===== config.mk =====
export PLATFORM = sky130hd
export DESIGN_NAME = eco32f_dbus_ctrl
export DESIGN_NICKNAME = d
export VERILOG_FILES = /design/src/rtl/eco32f_dbus_ctrl.sv
export SDC_FILE = /design/constraint.sdc
export NUM_CORES = 1
export LEC_CHECK = 0
export CAP_MARGIN = 20
export CELL_PAD_IN_SITES_DETAIL_PLACEMENT = 0
export CELL_PAD_IN_SITES_GLOBAL_PLACEMENT = 2
export CORE_MARGIN = 2
export CORE_UTILIZATION = 35
export DETAILED_ROUTE_END_ITERATION = 12
export PLACE_DENSITY_LB_ADDON = 0.1
export SLEW_MARGIN = 40
export SYNTH_ARGS = -nofsm -noshare
export SYNTH_HDL_FRONTEND = slang
export SYNTH_SLANG_ARGS = --single-unit

===== constraint.sdc =====
create_clock -name clk -period 6.5 [get_ports clk]
set_input_delay 0.65 -clock clk [delete_from_list [all_inputs] [get_ports clk]]
set_output_delay 0.65 -clock clk [all_outputs]
set_load 0.02 [all_outputs]

===== src/rtl/eco32f_dbus_ctrl.sv =====
// eco32f_dbus_ctrl -- data-side bus controller for the eco32f core.
//
// Owns the Wishbone data master port. Services three kinds of traffic:
//   * cache-line refills on a cached load miss (critical-word-first, wrapping
//     burst, each beat written into the cache through cache_wr_*)
//   * single-beat uncached loads (req_addr[31:28] == UNC_NIBBLE)
//   * posted stores, queued in a small FIFO and drained one beat at a time
//
// Optional feature (macro ECO32F_DBUS_SB_BYPASS_EN):
//   defined   - a load may go ahead of pending stores unless a buffered
//               entry matches req_addr[31:2]; on a match the buffer drains
//               until the match is gone.
//   undefined - a load leaves IDLE only once the store buffer is empty; no
//               address comparators are built.
//
// Ports:
//   clk, rst                 clock, asynchronous active-high reset
//   req_load, req_store      load / store request, held until req_ack
//   req_addr, req_sel        physical address, byte lanes (bit3 = byte 0)
//   req_wdata, req_miss      store data, cache miss for the current load
//   req_ack, rd_data         one-cycle completion pulse, load word
//   sb_full, sb_empty        store buffer status
//   bus_err                  one-cycle pulse on an err_i termination
//   cache_wr_*               refill write port into the data cache
//   dwbm_*                   Wishbone B3 master (registered feedback bursts)
//
// state    | meaning
// ---------+---------------------------------------------------------------
// IDLE     | no bus cycle; picks load / drain / nothing when req_ack is low
// REFILL   | wrapping line burst in flight, then one cycle to raise req_ack
// UNC_READ | single uncached read beat in flight
// DRAIN    | single write beat of the oldest store buffer entry in flight

module eco32f_dbus_ctrl #(
    parameter int          LINE_WORDS = 8,
    parameter int          SB_DEPTH   = 4,
    parameter logic [3:0]  UNC_NIBBLE = 4'hf
) (
    input  logic        clk,
    input  logic        rst,
    input  logic        req_load,
    input  logic        req_store,
    input  logic [31:0] req_addr,
    input  logic [3:0]  req_sel,
    input  logic [31:0] req_wdata,
    input  logic        req_miss,
    output logic        req_ack,
    output logic [31:0] rd_data,
    output logic        sb_full,
    output logic        sb_empty,
    output logic        bus_err,
    output logic        cache_wr_en,
    output logic [31:0] cache_wr_addr,
    output logic [31:0] cache_wr_data,
    output logic [31:0] dwbm_adr_o,
    output logic [31:0] dwbm_dat_o,
    output logic [3:0]  dwbm_sel_o,
    output logic        dwbm_we_o,
    output logic        dwbm_stb_o,
    output logic        dwbm_cyc_o,
    output logic [2:0]  dwbm_cti_o,
    output logic [1:0]  dwbm_bte_o,
    input  logic [31:0] dwbm_dat_i,
    input  logic        dwbm_ack_i,
    input  logic        dwbm_err_i
);

    localparam int         BW        = $clog2(LINE_WORDS);
    localparam int         PW        = $clog2(SB_DEPTH);
    localparam logic [1:0] BTE_LINE  = (LINE_WORDS == 4) ? 2'b01 :
                                       (LINE_WORDS == 8) ? 2'b10 : 2'b11;
    localparam logic [31:0] LINE_MASK = 32'((LINE_WORDS - 1) * 4);
    localparam logic [2:0] CTI_INCR  = 3'b010;
    localparam logic [2:0] CTI_END   = 3'b111;

    typedef enum logic [1:0] {
        S_IDLE,
        S_REFILL,
        S_UNC_READ,
        S_DRAIN
    } state_t;

    state_t state, state_nxt;

    logic [31:0]   sb_addr [SB_DEPTH];
    logic [31:0]   sb_data [SB_DEPTH];
    logic [3:0]    sb_sel  [SB_DEPTH];
    logic [PW-1:0] sb_head, sb_tail;
    logic [PW:0]   sb_count;

    logic [BW-1:0] beat_cnt;
    logic          refill_done;

    logic unc_hit, load_elig, load_go, bus_term;
    logic push, pop, start_refill, start_unc, start_drain;

    assign sb_full   = (sb_count == (PW+1)'(SB_DEPTH));
    assign sb_empty  = (sb_count == '0);
    assign unc_hit   = (req_addr[31:28] == UNC_NIBBLE);
    // Cached hits are served by the cache itself; only misses and uncached
    // loads need the bus.
    assign load_elig = req_load & (unc_hit | req_miss);
    assign bus_term  = dwbm_cyc_o & dwbm_stb_o & (dwbm_ack_i | dwbm_err_i);

`ifdef ECO32F_DBUS_SB_BYPASS_EN
    logic [SB_DEPTH-1:0] sb_valid;
    logic                sb_hit;

    always_comb begin
        sb_hit = 1'b0;
        for (int i = 0; i < SB_DEPTH; i++) begin
            if (sb_valid[i] && (sb_addr[i][31:2] == req_addr[31:2]))
                sb_hit = 1'b1;
        end
    end

    assign load_go = load_elig & ~sb_hit;

    always_ff @(posedge clk or posedge rst) begin
        if (rst) begin
            sb_valid <= '0;
        end else begin
            if (push)
                sb_valid[sb_tail] <= 1'b1;
            if (pop)
                sb_valid[sb_head] <= 1'b0;
        end
    end
`else
    assign load_go = load_elig & sb_empty;
`endif

    always_ff @(posedge clk or posedge rst) begin
        if (rst)
            state <= S_IDLE;
        else
            state <= state_nxt;
    end

    always_comb begin
        state_nxt    = state;
        start_refill = 1'b0;
        start_unc    = 1'b0;
        start_drain  = 1'b0;
        pop          = 1'b0;
        // Stores are also accepted while a drain beat is stalled on the bus,
        // so the buffer can actually fill behind a slow slave.
        push = req_store & ~sb_full & ~req_ack &
               ((state == S_IDLE) | (state == S_DRAIN));
        case (state)
            S_IDLE: begin
                if (!req_ack) begin
                    if (load_go) begin
                        if (unc_hit) begin
                            start_unc = 1'b1;
                            state_nxt = S_UNC_READ;
                        end else begin
                            start_refill = 1'b1;
                            state_nxt    = S_REFILL;
                        end
                    end else if (!sb_empty) begin
                        start_drain = 1'b1;
                        state_nxt   = S_DRAIN;
                    end
                end
            end
            S_REFILL: begin
                if (refill_done)
                    state_nxt = S_IDLE;
            end
            S_UNC_READ: begin
                if (bus_term)
                    state_nxt = S_IDLE;
            end
            S_DRAIN: begin
                if (bus_term) begin
                    pop       = 1'b1;
                    state_nxt = S_IDLE;
                end
            end
            default: state_nxt = S_IDLE;
        endcase
    end

    always_ff @(posedge clk) begin
        if (push) begin
            sb_addr[sb_tail] <= req_addr;
            sb_data[sb_tail] <= req_wdata;
            sb_sel[sb_tail]  <= req_sel;
        end
    end

    always_ff @(posedge clk or posedge rst) begin
        if (rst) begin
            dwbm_adr_o    <= '0;
            dwbm_dat_o    <= '0;
            dwbm_sel_o    <= '0;
            dwbm_we_o     <= 1'b0;
            dwbm_stb_o    <= 1'b0;
            dwbm_cyc_o    <= 1'b0;
            dwbm_cti_o    <= CTI_END;
            dwbm_bte_o    <= 2'b00;
            req_ack       <= 1'b0;
            rd_data       <= '0;
            bus_err       <= 1'b0;
            cache_wr_en   <= 1'b0;
            cache_wr_addr <= '0;
            cache_wr_data <= '0;
            beat_cnt      <= '0;
            refill_done   <= 1'b0;
            sb_head       <= '0;
            sb_tail       <= '0;
            sb_count      <= '0;
        end else begin
            req_ack     <= push;
            bus_err     <= 1'b0;
            cache_wr_en <= 1'b0;

            if (start_refill) begin
                dwbm_adr_o  <= {req_addr[31:2], 2'b00};
                dwbm_sel_o  <= 4'b1111;
                dwbm_we_o   <= 1'b0;
                dwbm_stb_o  <= 1'b1;
                dwbm_cyc_o  <= 1'b1;
                dwbm_cti_o  <= CTI_INCR;
                dwbm_bte_o  <= BTE_LINE;
                beat_cnt    <= '0;
                refill_done <= 1'b0;
            end
            if (start_unc) begin
                dwbm_adr_o <= req_addr;
                dwbm_sel_o <= req_sel;
                dwbm_we_o  <= 1'b0;
                dwbm_stb_o <= 1'b1;
                dwbm_cyc_o <= 1'b1;
                dwbm_cti_o <= CTI_END;
                dwbm_bte_o <= 2'b00;
            end
            if (start_drain) begin
                dwbm_adr_o <= sb_addr[sb_head];
                dwbm_dat_o <= sb_data[sb_head];
                dwbm_sel_o <= sb_sel[sb_head];
                dwbm_we_o  <= 1'b1;
                dwbm_stb_o <= 1'b1;
                dwbm_cyc_o <= 1'b1;
                dwbm_cti_o <= CTI_END;
                dwbm_bte_o <= 2'b00;
            end

            case (state)
                S_REFILL: begin
                    // refill_done gives the extra cycle between the last
                    // cache write and req_ack.
                    if (refill_done) begin
                        req_ack     <= 1'b1;
                        refill_done <= 1'b0;
                    end else if (bus_term) begin
                        if (dwbm_err_i) begin
                            bus_err     <= 1'b1;
                            dwbm_stb_o  <= 1'b0;
                            dwbm_cyc_o  <= 1'b0;
                            dwbm_cti_o  <= CTI_END;
                            refill_done <= 1'b1;
                        end else begin
                            cache_wr_en   <= 1'b1;
                            cache_wr_addr <= dwbm_adr_o;
                            cache_wr_data <= dwbm_dat_i;
                            if (beat_cnt == '0)
                                rd_data <= dwbm_dat_i;
                            if (beat_cnt == BW'(LINE_WORDS - 1)) begin
                                dwbm_stb_o  <= 1'b0;
                                dwbm_cyc_o  <= 1'b0;
                                dwbm_cti_o  <= CTI_END;
                                refill_done <= 1'b1;
                            end else begin
                                // Only the word index inside the line
                                // advances; upper bits stay on the line.
                                dwbm_adr_o <= (dwbm_adr_o & ~LINE_MASK) |
                                              ((dwbm_adr_o + 32'd4) & LINE_MASK);
                                beat_cnt   <= beat_cnt + BW'(1);
                                dwbm_cti_o <= (beat_cnt == BW'(LINE_WORDS - 2)) ?
                                              CTI_END : CTI_INCR;
                            end
                        end
                    end
                end
                S_UNC_READ: begin
                    if (bus_term) begin
                        dwbm_stb_o <= 1'b0;
                        dwbm_cyc_o <= 1'b0;
                        req_ack    <= 1'b1;
                        if (dwbm_err_i)
                            bus_err <= 1'b1;
                        else
                            rd_data <= dwbm_dat_i;
                    end
                end
                S_DRAIN: begin
                    if (bus_term) begin
                        dwbm_stb_o <= 1'b0;
                        dwbm_cyc_o <= 1'b0;
                        dwbm_we_o  <= 1'b0;
                        if (dwbm_err_i)
                            bus_err <= 1'b1;
                    end
                end
                default: ;
            endcase

            if (push)
                sb_tail <= sb_tail + PW'(1);
            if (pop)
                sb_head <= sb_head + PW'(1);
            case ({push, pop})
                2'b10:   sb_count <= sb_count + (PW+1)'(1);
                2'b01:   sb_count <= sb_count - (PW+1)'(1);
                default: sb_count <= sb_count;
            endcase
        end
    end

endmodule


==> run summary <==
Figures from the implementation reports.

- The flow ran to the end, and the final reports show no timing, DRC or antenna violations.
- In this run, power in the clock network comes to 2850 µW.
- The worst hold slack is 0.4177 ns.
- The number of enable-type register cells in the synthesized netlist reads 272.
- The tally of filler cells in the layout reads 4,468.
- The post-route total power is 11,040 µW.
- The tally of nets with antenna violations remaining after routing reads 0.
- The share of power burned in combinational logic is 0.347.
- The overall die width reads 228.3 µm.
- The time the worst path needs with I/O delays and setup reads 3.153 ns.
- The synthesized net count is 1,095.
- The highest clock rate this design can be run at is 317.2 MHz.
- The first global-routing pass estimated 65,770 µm of wire.
- The summed instance area of the synthesized netlist reads 0.01761 mm².
- Of the post-synthesis cell area, the dominant cell type holds 0.4639.
- For the final database, setup skew stands at 0.01847 ns.
- The clock root buffer reads sky130_fd_sc_hd__clkbuf_16.
- The non-clock inverter instance count of the final layout is 16.
- The compound-gate portion of the synthesized area reads 0.03582.
- During synthesis, Yosys emitted a total of 0 warnings.
- The internal portion of total power is 7478 µW.
- Global routing finished with a remaining overflow of 0.
- The adder-cell share of the synthesized area reads 0.01109.
- The end point of the critical path is sb_empty.
- The TritonCTS clock tree is built.
- Looking at the worst setup and hold paths, the clock pins of their registers show a slew of 0.06 ns.
- The headroom to the max-slew limit reads 0.5163.
- The global routing report lists met1 layer usage as 0.2152.
- Of the total power, the share spent switching nets is 0.3228.
- The reported max-cap violation count is 0.
- The cell count in the Yosys report is 973.
- Dividing the detail-routed wire length by the instance count gives 21.44 µm.
- The area overhead of the layout relative to synthesis reads 30.91%.
- Looking at the clock tree report, the H-tree level count equals 2.
- The endpoint kind of the worst setup timing path reads an output port.
- By count the netlist is led by sky130_fd_sc_hd__edfxtp_1, sky130_fd_sc_hd__dfrtp_1, sky130_fd_sc_hd__nand2_1.
- The kind of path behind the tightest hold check is in -> async.
- The power of the sequential group is 4360 µW.
- The timing report notes that buffer and inverter cells on the critical path total 2.
- Data on the critical path is required at its endpoint by 5.85 ns.
- The worst setup path is launched from a flip-flop.
- The logic share of the area reads 0.1944.
- The number of gates resized after cts reads 0.
- The number of multi-input logic gates reads 449.
- The register fraction of the total cell area is 0.5579.
- The count of pins on the block boundary reads 284.
- The end of the worst register-to-register path reads dwbm_adr_o[0].
- The transition at the pin with the smallest max-transition slack reads 0.7256 ns.
- The area of the multi-input gates is 0.004479 mm².
- The source-to-sink clock delay at the later pin of the worst-skew pair reads 0.59 ns.
- The post-route non-filler standard cell count reads 1,994.
- The worst slack at placement reads 3.473 ns.
- The global routing report lists met2 layer usage as 0.2788.
- Dividing the final minimum period by the clock period gives 0.4850.
- The startpoint-to-endpoint class of the critical path reads reg -> out.
- The net switching power is 3565 µW.
- The most common logic cell in the routed design reads sky130_fd_sc_hd__clkdlybuf4s50_1.
- The first detailed-routing pass ran for 4 iterations.
- The number of warning messages in the logs reads 34.
- Yosys instantiated no cell more often than sky130_fd_sc_hd__edfxtp_1.
- The register-to-register setup slack reads 3.63 ns.
- The standard cell core area reads 0.04986 mm².
- In this run the number of cells on the critical path is 3.
- The final-stage net count is 1,401.
- The number of synthesized register bits reads 459.
- The number of instances in the placed design reads 1,896.
- The detailed-placement wirelength estimate is 27,330 µm.
- The number of antenna diodes in the final layout is 0.
- After detailed routing, the number of vias per cell comes to 4.841.
- The cell-mix breakdown from Yosys lists the simple-gate area share as 0.05103.
- The worst ir drop on vdd reads 0.0002653 V.
- The launch point of the critical path is sb_count[2].
- After floorplanning, the core was divided into 82 placement rows.
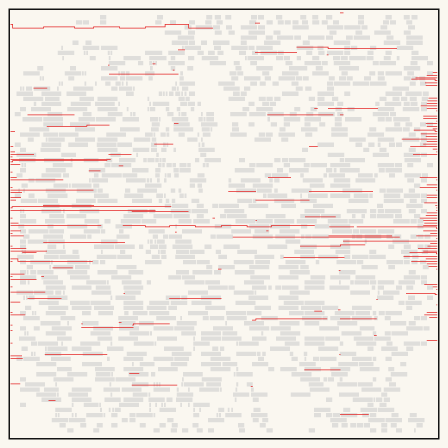
(images/met3.png)
Cells faint in the background.
- longest straight run: 88.8 µm
- main direction: horizontal
- wire length on this layer: 2,320 µm
sum of routed wire length over all layers: 42,750 µm
met3 capacity usage during global routing: 0.03700
via count: 9,652

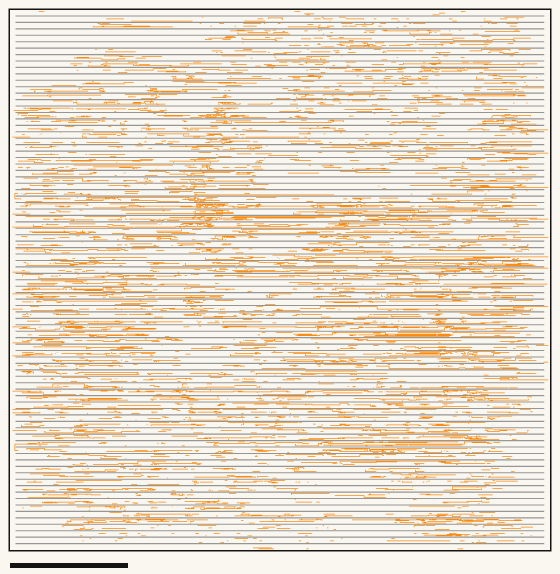
(images/met1.png)
Bar = 50 µm. Supply wires on this layer in grey.
- wire length on this layer: 17,900 µm
- longest straight run: 58.9 µm
- main direction: horizontal
- nets with wire on the layer: 1,263

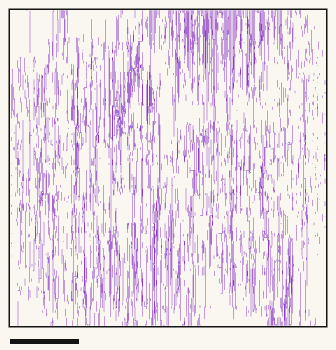
(images/met2.png)
Bar = 50 µm.
- longest straight run: 79.7 µm
- main direction: vertical
- share of all routed wire: 50%
- nets with wire on the layer: 1,276

Power and IR drop assume default switching activity.
